--- src/rtl/mem_lsu.sv ---
// rtl/mem_lsu.sv - MEM-stage load/store unit with req/ack data bus and MEM/WB register
module mem_lsu #(
  parameter int TIMEOUT = 16,
  parameter int CNT_W   = 5
) (
  input  logic        clk,
  input  logic        rst,
  input  logic [4:0]  mem_waddr_reg_i,
  input  logic        mem_we_reg_i,
  input  logic [31:0] mem_wdata_i,
  input  logic [3:0]  mem_op_i,
  input  logic [31:0] mem_addr_i,
  input  logic [31:0] mem_sdata_i,
  output logic        d_req_o,
  output logic        d_we_o,
  output logic [31:0] d_addr_o,
  output logic [3:0]  d_sel_o,
  output logic [31:0] d_wdata_o,
  input  logic        d_ack_i,
  input  logic [31:0] d_rdata_i,
  output logic        stall_req_o,
  output logic [4:0]  wb_waddr_reg_o,
  output logic        wb_we_reg_o,
  output logic [31:0] wb_wdata_o,
  output logic        misalign_o,
  output logic        bus_err_o
);

  typedef enum logic [1:0] {IDLE, BUSY, DONE} state_t;

  state_t           state, state_n;
  logic [CNT_W-1:0] cnt, cnt_n;
  logic [31:0]      hold, hold_n;
  logic             err, err_n;
  logic             d_req_n, d_we_n;
  logic [31:0]      d_addr_n, d_wdata_n;
  logic [3:0]       d_sel_n;
  logic [4:0]       wb_waddr_n;
  logic             wb_we_n;
  logic [31:0]      wb_wdata_n;
  logic             misalign_n, bus_err_n;

  logic        is_load, is_store, is_mem, is_byte, is_half, is_word, misal;
  logic [3:0]  sel;
  logic [31:0] st_data, ld_fmt;
  logic [7:0]  ld_byte;
  logic [15:0] ld_half;

  always_comb begin
    is_load  = (mem_op_i >= 4'd1) && (mem_op_i <= 4'd5);
    is_store = (mem_op_i >= 4'd9) && (mem_op_i <= 4'd11);
    is_mem   = is_load || is_store;
    is_byte  = (mem_op_i == 4'd1) || (mem_op_i == 4'd2) || (mem_op_i == 4'd9);
    is_half  = (mem_op_i == 4'd3) || (mem_op_i == 4'd4) || (mem_op_i == 4'd10);
    is_word  = (mem_op_i == 4'd5) || (mem_op_i == 4'd11);
    misal    = (is_half && mem_addr_i[0]) || (is_word && (mem_addr_i[1:0] != 2'b00));
  end

  // Big-endian lanes: byte offset 0 lives in bits [31:24]
  always_comb begin
    sel     = 4'b1111;
    st_data = mem_sdata_i;
    if (is_byte) begin
      sel     = 4'b1000 >> mem_addr_i[1:0];
      st_data = {4{mem_sdata_i[7:0]}};
    end else if (is_half) begin
      sel     = mem_addr_i[1] ? 4'b0011 : 4'b1100;
      st_data = {2{mem_sdata_i[15:0]}};
    end
  end

  always_comb begin
    case (mem_addr_i[1:0])
      2'd0:    ld_byte = d_rdata_i[31:24];
      2'd1:    ld_byte = d_rdata_i[23:16];
      2'd2:    ld_byte = d_rdata_i[15:8];
      default: ld_byte = d_rdata_i[7:0];
    endcase
    ld_half = mem_addr_i[1] ? d_rdata_i[15:0] : d_rdata_i[31:16];
    case (mem_op_i)
      4'd1:    ld_fmt = {{24{ld_byte[7]}}, ld_byte};
      4'd2:    ld_fmt = {24'h0, ld_byte};
      4'd3:    ld_fmt = {{16{ld_half[15]}}, ld_half};
      4'd4:    ld_fmt = {16'h0, ld_half};
      default: ld_fmt = d_rdata_i;
    endcase
  end

  always_comb begin
    state_n     = state;
    cnt_n       = cnt;
    hold_n      = hold;
    err_n       = err;
    d_req_n     = d_req_o;
    d_we_n      = d_we_o;
    d_addr_n    = d_addr_o;
    d_sel_n     = d_sel_o;
    d_wdata_n   = d_wdata_o;
    wb_waddr_n  = wb_waddr_reg_o;
    wb_we_n     = wb_we_reg_o;
    wb_wdata_n  = wb_wdata_o;
    misalign_n  = 1'b0;
    bus_err_n   = 1'b0;
    stall_req_o = 1'b0;
    case (state)
      IDLE: begin
        wb_waddr_n = mem_waddr_reg_i;
        wb_wdata_n = mem_wdata_i;
        if (!is_mem) begin
          wb_we_n = mem_we_reg_i;
        end else if (misal) begin
          wb_we_n    = 1'b0;
          misalign_n = 1'b1;
        end else begin
          stall_req_o = 1'b1;
          wb_we_n     = 1'b0;
          d_req_n     = 1'b1;
          d_we_n      = is_store;
          d_addr_n    = {mem_addr_i[31:2], 2'b00};
          d_sel_n     = sel;
          d_wdata_n   = st_data;
          cnt_n       = '0;
          err_n       = 1'b0;
          state_n     = BUSY;
        end
      end
      BUSY: begin
        stall_req_o = 1'b1;
        wb_we_n     = 1'b0;
        if (d_ack_i && d_req_o) begin
          d_req_n = 1'b0;
          hold_n  = ld_fmt;
          state_n = DONE;
        end else if (cnt == CNT_W'(TIMEOUT - 1)) begin
          d_req_n = 1'b0;
          err_n   = 1'b1;
          state_n = DONE;
        end else begin
          cnt_n = cnt + CNT_W'(1);
        end
      end
      DONE: begin
        wb_waddr_n = mem_waddr_reg_i;
        wb_wdata_n = is_load ? hold : mem_wdata_i;
        if (err) begin
          wb_we_n   = 1'b0;
          bus_err_n = 1'b1;
        end else begin
          wb_we_n = mem_we_reg_i;
        end
        state_n = IDLE;
      end
      default: state_n = IDLE;
    endcase
  end

  always_ff @(posedge clk) begin
    if (rst) begin
      state          <= IDLE;
      cnt            <= '0;
      hold           <= '0;
      err            <= 1'b0;
      d_req_o        <= 1'b0;
      d_we_o         <= 1'b0;
      d_addr_o       <= '0;
      d_sel_o        <= '0;
      d_wdata_o      <= '0;
      wb_waddr_reg_o <= '0;
      wb_we_reg_o    <= 1'b0;
      wb_wdata_o     <= '0;
      misalign_o     <= 1'b0;
      bus_err_o      <= 1'b0;
    end else begin
      state          <= state_n;
      cnt            <= cnt_n;
      hold           <= hold_n;
      err            <= err_n;
      d_req_o        <= d_req_n;
      d_we_o         <= d_we_n;
      d_addr_o       <= d_addr_n;
      d_sel_o        <= d_sel_n;
      d_wdata_o      <= d_wdata_n;
      wb_waddr_reg_o <= wb_waddr_n;
      wb_we_reg_o    <= wb_we_n;
      wb_wdata_o     <= wb_wdata_n;
      misalign_o     <= misalign_n;
      bus_err_o      <= bus_err_n;
    end
  end

endmodule

--- config.mk ---
export PLATFORM = sky130hd
export DESIGN_NAME = mem_lsu
export DESIGN_NICKNAME = d
export VERILOG_FILES = /design/src/rtl/mem_lsu.sv
export SDC_FILE = /design/constraint.sdc
export NUM_CORES = 1
export LEC_CHECK = 0
export CORE_UTILIZATION = 25
export CTS_CLUSTER_DIAMETER = 150
export DETAILED_ROUTE_END_ITERATION = 8
export GPL_ROUTABILITY_DRIVEN = 0
export PLACE_DENSITY = 0.57
export SYNTH_ARGS = -nofsm -noshare
export SYNTH_HDL_FRONTEND = slang
export SYNTH_SLANG_ARGS = --single-unit
--- constraint.sdc ---
create_clock -name clk -period 1.9 [get_ports clk]
set_input_delay 0.38 -clock clk [delete_from_list [all_inputs] [get_ports clk]]
set_output_delay 0.38 -clock clk [all_outputs]
set_load 0.1 [all_outputs]
**Metal layers overlaid**

Only two layers are drawn.
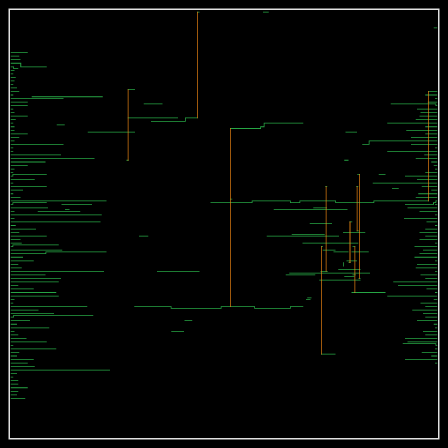
| layer | color | wire length |
|---|---|---|
| met3 | green | 2010 um |
| met4 | orange | 343 um |
overall global routing resource usage: 17.4%
wire per inst: 17.0 um
final WL: 24000 um
vias: 6783

**Placement by cell class**

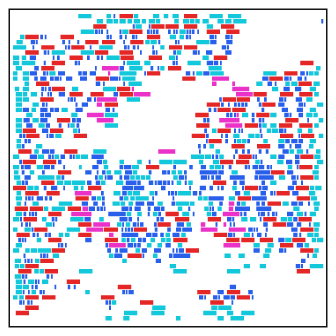
| class | color | cells | share of their area |
|---|---|---|---|
| other buffers and delay cells | cyan | 345 | 34% |
| all other logic | blue | 554 | 33% |
| clock drivers and dummy loads | magenta | 32 | 5.6% |
| flops | red | 148 | 28% |

==> reports/metrics.yaml <==
floorplan:
  die_x_um: 165
  core.rowCount: 59
pwr:
  power-top-group: "combinational logic"
  power_clock_w: 0.00351
  switching_share_pct: 39.9
  power_switching_w: 0.00459
  power_frac_seq_pct: 31.4
setup_path:
  crit_buf_inv: 2
  r2r_cells: 7
  cp_slowest_cell: "or3b_4"
  crit_end: "stall_req_o"
  crit_chain: "clkdlybuf4s15_2 -> or3b_4 -> a21oi_4 -> a311o_2 -> nand2b_4 -> buf_12"
  worstSetupStartpoint: "mem_op_i[3]"
yosys:
  aoi_share_pct: 21.9
  edf_count: 0
  yosysMostFrequentCell: "dfxtp_1"
  ff_type: "dfxtp_1"
  topCellsByArea: "dfxtp_1, mux2i_1, nand2_1, a21oi_1, a211oi_1"
  syn_area_um2: 6650
layout:
  seq_share_pct: 26.8
  lay_top_count: "buf_4"
  clock_tree_area_fraction_pct: 5.36
  seqCellArea_um2: 2970
  final_cell_mix: "buf_4, dfxtp_1, clkdlybuf4s50_1"
  fin_cells: 1414
  synthToLayoutAreaGrowth_pct: 66.4
  combGateArea_um2: 3450
route:
  drt-pass1-iter-count: 4
  drt_iter0_drc: 377
global_route:
  use_met2_pct: 28.0
  antenna_found_initial: 0
min_path:
  hold_class: "in -> reg"
  hold_depth: 2
  whs_endpoint: "state[0]$_SDFFE_PP0P_"
run:
  warning_count: 32
  cap_violations: 0
outcome:
  violations: "setup timing"
  status: "finished with violations"
clock_network:
  clockRootBuffer: "clkbuf_16"
  h-tree-depth: 4
  cts-hold-fix-buffers: 0
  cts_resized: 31
  cts.reportedPaths.clkPinSlew_ns: 0.06
sta:
  setup_violations: 1
  fin_ws_ns: -0.145
  whs_ns: 0.234
  fin_setup_tns_ns: -0.145
  drv_slew: 0
**Congestion heat map**

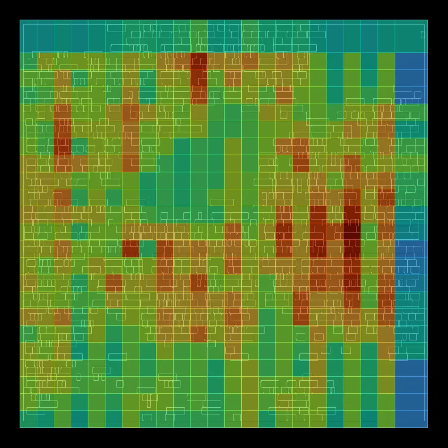
met3 Use GR: 5.35%
Layout Utilization: 42.4%
met1 Use GR: 22.3%

**Pin map**

Pins as bars across the die edge, other pins in gray.
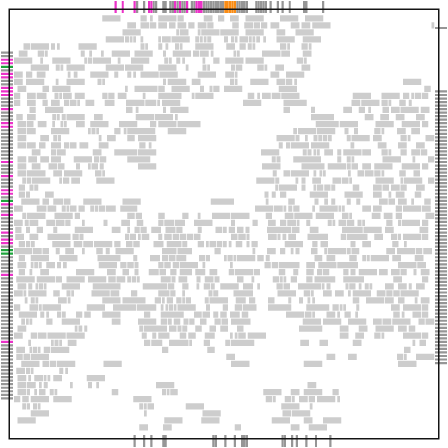
| port | color | pins | direction | edge |
|---|---|---|---|---|
| mem_op_i | green | 4 | input | left |
| mem_waddr_reg_i | orange | 5 | input | top |
| d_wdata_o | magenta | 32 | output | 21 left, 11 top |

No activity file was given, so power comes from the tool's default toggle rates.
